File: src/rtl/load_store_unit_pkg.sv
// Shared encodings and helpers for the load/store unit: funct3 codes, FSM states,
// request legality and store lane merging.
package load_store_unit_pkg;

    localparam logic [2:0] F3_B  = 3'b000;
    localparam logic [2:0] F3_H  = 3'b001;
    localparam logic [2:0] F3_W  = 3'b010;
    localparam logic [2:0] F3_BU = 3'b100;
    localparam logic [2:0] F3_HU = 3'b101;

    typedef enum logic [1:0] {
        S_IDLE   = 2'd0,
        S_ACCESS = 2'd1,
        S_MERGE  = 2'd2,
        S_RESP   = 2'd3
    } lsu_state_e;

    function automatic logic req_is_bad(
        input logic        we,
        input logic [2:0]  f3,
        input logic [31:0] addr,
        input logic [29:0] mem_words
    );
        logic bad;
        bad = (addr[31:2] >= mem_words);
        case (f3)
            F3_H, F3_HU: bad = bad | addr[0];
            F3_W:        bad = bad | (addr[1:0] != 2'b00);
            F3_B, F3_BU: bad = bad;
            default:     bad = 1'b1;
        endcase
        // Stores only exist as B/H/W; the unsigned encodings are illegal there.
        if (we && (f3 >= 3'b011)) begin
            bad = 1'b1;
        end
        return bad;
    endfunction

    function automatic logic [31:0] merge_store(
        input logic [31:0] word,
        input logic [15:0] wdata,
        input logic [1:0]  off,
        input logic [2:0]  f3
    );
        logic [31:0] m;
        m = word;
        if (f3 == F3_B) begin
            case (off)
                2'd0:    m[7:0]   = wdata[7:0];
                2'd1:    m[15:8]  = wdata[7:0];
                2'd2:    m[23:16] = wdata[7:0];
                default: m[31:24] = wdata[7:0];
            endcase
        end else if (off[1]) begin
            m[31:16] = wdata;
        end else begin
            m[15:0] = wdata;
        end
        return m;
    endfunction

endpackage

File: src/rtl/lsu_load_align.sv
// Picks the addressed byte/half out of a memory word and extends it to 32 bits.
module lsu_load_align
    import load_store_unit_pkg::*;
(
    input  logic [31:0] mem_rd,
    input  logic [1:0]  byte_off,
    input  logic [2:0]  funct3,
    output logic [31:0] rdata
);

    logic [7:0]  byte_sel;
    logic [15:0] half_sel;

    always_comb begin
        case (byte_off)
            2'd0:    byte_sel = mem_rd[7:0];
            2'd1:    byte_sel = mem_rd[15:8];
            2'd2:    byte_sel = mem_rd[23:16];
            default: byte_sel = mem_rd[31:24];
        endcase
        half_sel = byte_off[1] ? mem_rd[31:16] : mem_rd[15:0];

        case (funct3)
            F3_B:    rdata = {{24{byte_sel[7]}}, byte_sel};
            F3_H:    rdata = {{16{half_sel[15]}}, half_sel};
            F3_W:    rdata = mem_rd;
            F3_BU:   rdata = {24'd0, byte_sel};
            F3_HU:   rdata = {16'd0, half_sel};
            default: rdata = 32'd0;
        endcase
    end

endmodule

File: src/rtl/load_store_unit.sv
// RV32I load/store front end for a word-wide Data_Mem; sub-word stores are done
// as a read followed by a merged write.
//
// state    | meaning
// S_IDLE   | ready for a request
// S_ACCESS | memory read (loads, SB/SH) or word write (SW)
// S_MERGE  | write back the merged word for SB/SH
// S_RESP   | one-cycle completion pulse
module load_store_unit
    import load_store_unit_pkg::*;
#(
    parameter int MEM_WORDS = 64
) (
    input  logic        clk,
    input  logic        rst,
    input  logic        req_valid,
    output logic        req_ready,
    input  logic        req_we,
    input  logic [2:0]  req_funct3,
    input  logic [31:0] req_addr,
    input  logic [31:0] req_wdata,
    output logic        rsp_valid,
    output logic [31:0] rsp_rdata,
    output logic        rsp_err,
    output logic        mem_WE,
    output logic [31:0] mem_A,
    output logic [31:0] mem_WD,
    input  logic [31:0] mem_RD
);

    localparam logic [29:0] MEM_WORDS_W = 30'(MEM_WORDS);

    lsu_state_e  state_q, state_d;
    logic        we_q, we_d;
    logic [2:0]  funct3_q, funct3_d;
    logic [1:0]  off_q, off_d;
    logic [15:0] wdata_q, wdata_d;
    logic        req_ready_q, req_ready_d;
    logic        rsp_valid_q, rsp_valid_d;
    logic [31:0] rsp_rdata_q, rsp_rdata_d;
    logic        rsp_err_q, rsp_err_d;
    logic        mem_we_q, mem_we_d;
    logic [31:0] mem_a_q, mem_a_d;
    logic [31:0] mem_wd_q, mem_wd_d;
    logic [31:0] load_data;
    logic        req_bad;

    lsu_load_align u_load_align (
        .mem_rd   (mem_RD),
        .byte_off (off_q),
        .funct3   (funct3_q),
        .rdata    (load_data)
    );

    assign req_bad = req_is_bad(req_we, req_funct3, req_addr, MEM_WORDS_W);

    always_comb begin
        state_d     = state_q;
        we_d        = we_q;
        funct3_d    = funct3_q;
        off_d       = off_q;
        wdata_d     = wdata_q;
        rsp_rdata_d = rsp_rdata_q;
        rsp_err_d   = rsp_err_q;
        mem_a_d     = mem_a_q;
        mem_wd_d    = mem_wd_q;

        case (state_q)
            S_IDLE: begin
                if (req_valid) begin
                    we_d        = req_we;
                    funct3_d    = req_funct3;
                    off_d       = req_addr[1:0];
                    wdata_d     = req_wdata[15:0];
                    mem_a_d     = {2'b00, req_addr[31:2]};
                    rsp_rdata_d = 32'd0;
                    rsp_err_d   = req_bad;
                    if (req_bad) begin
                        state_d = S_RESP;
                    end else begin
                        state_d = S_ACCESS;
                        if (req_we && (req_funct3 == F3_W)) begin
                            mem_wd_d = req_wdata;
                        end
                    end
                end
            end
            S_ACCESS: begin
                if (!we_q) begin
                    rsp_rdata_d = load_data;
                    state_d     = S_RESP;
                end else if (funct3_q == F3_W) begin
                    state_d = S_RESP;
                end else begin
                    mem_wd_d = merge_store(mem_RD, wdata_q, off_q, funct3_q);
                    state_d  = S_MERGE;
                end
            end
            S_MERGE: state_d = S_RESP;
            default: state_d = S_IDLE;
        endcase

        req_ready_d = (state_d == S_IDLE);
        rsp_valid_d = (state_d == S_RESP);
        mem_we_d    = (state_d == S_MERGE) ||
                      ((state_d == S_ACCESS) && we_d && (funct3_d == F3_W));
    end

    always_ff @(posedge clk) begin
        if (rst) begin
            state_q     <= S_IDLE;
            we_q        <= 1'b0;
            funct3_q    <= 3'd0;
            off_q       <= 2'd0;
            wdata_q     <= 16'd0;
            req_ready_q <= 1'b1;
            rsp_valid_q <= 1'b0;
            rsp_rdata_q <= 32'd0;
            rsp_err_q   <= 1'b0;
            mem_we_q    <= 1'b0;
            mem_a_q     <= 32'd0;
            mem_wd_q    <= 32'd0;
        end else begin
            state_q     <= state_d;
            we_q        <= we_d;
            funct3_q    <= funct3_d;
            off_q       <= off_d;
            wdata_q     <= wdata_d;
            req_ready_q <= req_ready_d;
            rsp_valid_q <= rsp_valid_d;
            rsp_rdata_q <= rsp_rdata_d;
            rsp_err_q   <= rsp_err_d;
            mem_we_q    <= mem_we_d;
            mem_a_q     <= mem_a_d;
            mem_wd_q    <= mem_wd_d;
        end
    end

    assign req_ready = req_ready_q;
    assign rsp_valid = rsp_valid_q;
    assign rsp_rdata = rsp_rdata_q;
    assign rsp_err   = rsp_err_q;
    // Reset must also block the write on the edge it arrives, or an aborted RMW lands in memory.
    assign mem_WE    = mem_we_q & ~rst;
    assign mem_A     = mem_a_q;
    assign mem_WD    = mem_wd_q;

endmodule

File: config.mk
export PLATFORM = sky130hd
export DESIGN_NAME = load_store_unit
export DESIGN_NICKNAME = d
export VERILOG_FILES = /design/src/rtl/load_store_unit_pkg.sv /design/src/rtl/lsu_load_align.sv /design/src/rtl/load_store_unit.sv
export SDC_FILE = /design/constraint.sdc
export NUM_CORES = 1
export LEC_CHECK = 0
export CAP_MARGIN = 15
export CORE_ASPECT_RATIO = 1.1
export CORE_MARGIN = 4
export CORE_UTILIZATION = 38
export DETAILED_ROUTE_END_ITERATION = 10
export GPL_ROUTABILITY_DRIVEN = 0
export PLACE_DENSITY = 0.69
export SYNTH_ARGS = -nofsm -noshare
export SYNTH_HDL_FRONTEND = slang
export SYNTH_SLANG_ARGS = --single-unit
export TNS_END_PERCENT = 20
File: constraint.sdc
create_clock -name clk -period 3.45 [get_ports clk]
set_clock_uncertainty 0.1 [all_clocks]
set_input_delay 0.345 -clock clk [delete_from_list [all_inputs] [get_ports clk]]
set_output_delay 0.345 -clock clk [all_outputs]
set_load 0.005 [all_outputs]
**Gate families picked out**

Scale bar: 50 um.
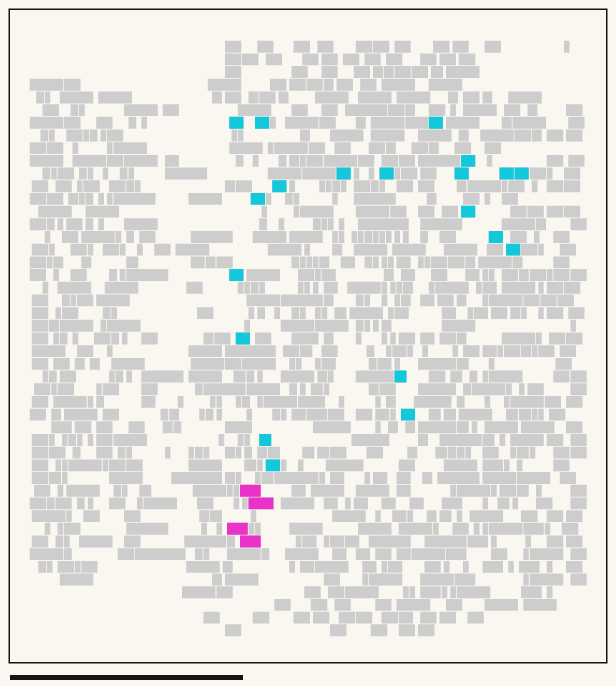
Key: fa/ha/maj cells = magenta [cells 4, where south]; non-inverting ao/oa cells = cyan [cells 20]

**Routing congestion map**

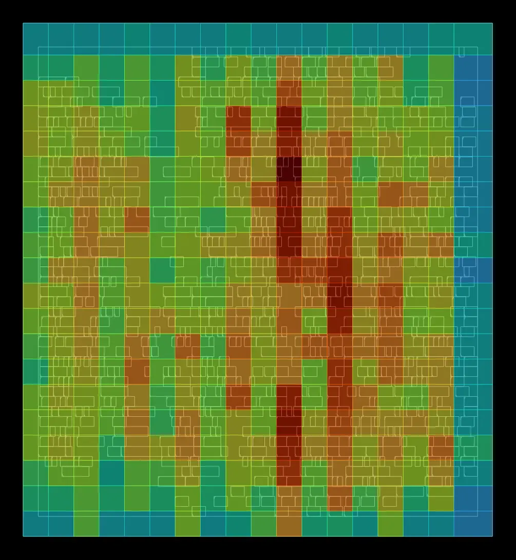
routing usage on met2: 0.341
drt wl/cell: 18.4 um
GR Util met1: 0.282
Final Util: 0.566

==> flow_summary.toml <==
# yosys + openroad results
[timing]
timing.hold.ws_ps = 185
fin_crit_sh = 0.781
worst-slew-pin-transition_ps = 826
max_slew_margin = 0.449
max_freq_ghz = 0.371

[yosys]
synth_area_sq_um = 6000
yosysWarnings = 0
ys_cells = 705
yosysChipArea_sq_um = 6000
async_flop_share = 0
ys_sh_aoi = 0.200
synth_xor_xnor_area_share = 0
synth_seq_share = 0.407

[pwr]
ir_drop_mv = 0.303
power_mw = 6.05

[routing]
ant_nets = 0
m1WireLength_um = 8250
drt_iter0_drc = 503
top_layer = "met5"

[cells_and_area]
antenna_cells = 0
finalNonFillerCells = 1087
lay_top_count = "clkdlybuf4s50_1"
area_delta_synth_final_pct = 44.3
final_cell_mix = "clkdlybuf4s50_1 (199), nand2_1 (145), dfxtp_1 (122)"
final-comb-area_sq_um = 3200
buf_share = 0.241

[worst_setup_path]
critPathSlowestCell = "ha_2"
worstPathCellList = "inv_1 -> ha_2 -> o2111ai_4 -> or2_1 -> nand2b_1 -> o211ai_1"
crit_type = "reg -> reg"
cp_top_family = "simple AND/OR/NAND/NOR gates"

[flow_run]
drv_cap = 0

[placement]
placed_cell_area_sq_um = 8040
pre_cts_ws_ps = 653
place_inst = 1056

[die]
rows = 47
taps = 196
ios = 203

[grt]
antenna_found_initial = 1
grt_pass1_vias = 5533
gr-total-overflow = 0

[run_status]
status = "finished, final reports clean"

[cts]
numClockSinks = 122
root_buffer = "clkbuf_16"
clk_path_buf_depth = 2
cts_setup_buffers = 0

[min_path]
min_from = "rst"
hold_class = "in -> reg"
**Placement by cell class**

Scale bar: 50 um.
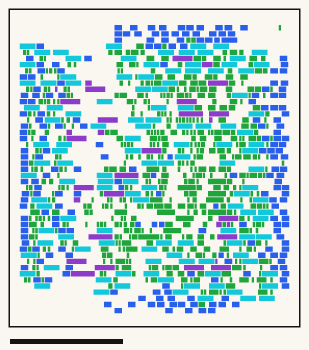
Key: remaining logic cells = green [cells 528]; remaining buffers and delay cells = blue [cells 210]; clock drivers and dummy loads = purple [cells 31]; registers = cyan [cells 122]

**Drive-strength map**

Scale bar: 50 um.
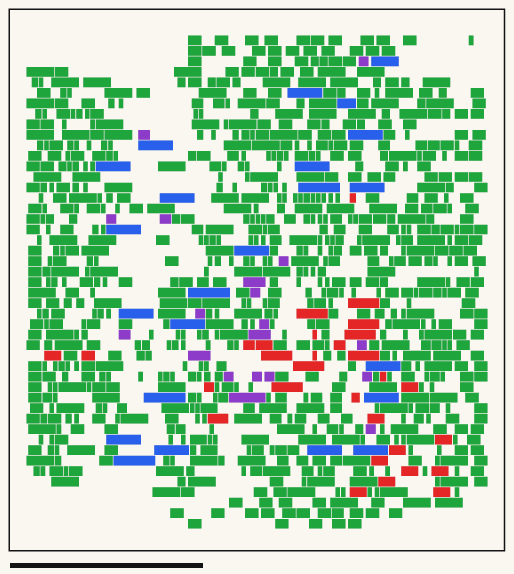
Key: x6 and larger = blue [cells 23, share 2.6%]; x3 and x4 = purple [cells 19, share 2.1%]; x1 and smaller = green [cells 819, share 92%]; x2 = red [cells 30, share 3.4%]

-- synthesized netlist by cell type (2+ instances only) --
| master | instances | area (sq um) |
|---|---|---|
| a222oi_1 | 4 | 40.0 |
| a22oi_1 | 4 | 30.0 |
| nor2b_1 | 2 | 12.5 |
| nor4_1 | 8 | 50.1 |
| mux4_2 | 8 | 180 |
| nand2b_1 | 35 | 219 |
| ha_1 | 4 | 50.1 |
| mux2i_1 | 50 | 500 |
| o21ai_1 | 7 | 35.0 |
| a21oi_4 | 2 | 32.5 |
| buf_12 | 3 | 60.1 |
| dfxtp_1 | 122 | 2440 |
| inv_2 | 2 | 7.51 |
| nand4_1 | 2 | 12.5 |
| o221ai_1 | 16 | 140 |
| buf_1 | 9 | 33.8 |
| nor3_1 | 2 | 10.0 |
| a31oi_1 | 9 | 56.3 |
| a211o_1 | 16 | 140 |
| and2_1 | 4 | 25.0 |
| clkbuf_1 | 29 | 109 |
| o211ai_1 | 7 | 52.6 |
| buf_4 | 3 | 22.5 |
| nor2_1 | 80 | 300 |
| nand2_1 | 145 | 544 |
| o211ai_2 | 11 | 138 |
| inv_1 | 15 | 56.3 |
| a221oi_1 | 8 | 70.1 |
| a2bb2oi_1 | 12 | 105 |
| buf_6 | 2 | 22.5 |
| buf_2 | 10 | 50.1 |
| a21oi_1 | 54 | 270 |
-- worst min path at each step --
stage | endpoint | depth (start not counted)
global placement | mem_A[20] | 2
floorplan | wdata_q[10] | 2
detailed placement | mem_A[17] | 2
finish | rsp_rdata[13] | 2
CTS | rsp_rdata[15] | 2
global route | rsp_rdata[0] | 2
-- power by group --
part           switching (mW)  internal, mW
logic                    1.19          1.10
clock network           0.631          1.22
registers               0.199          1.70
Power and IR drop assume default switching activity.
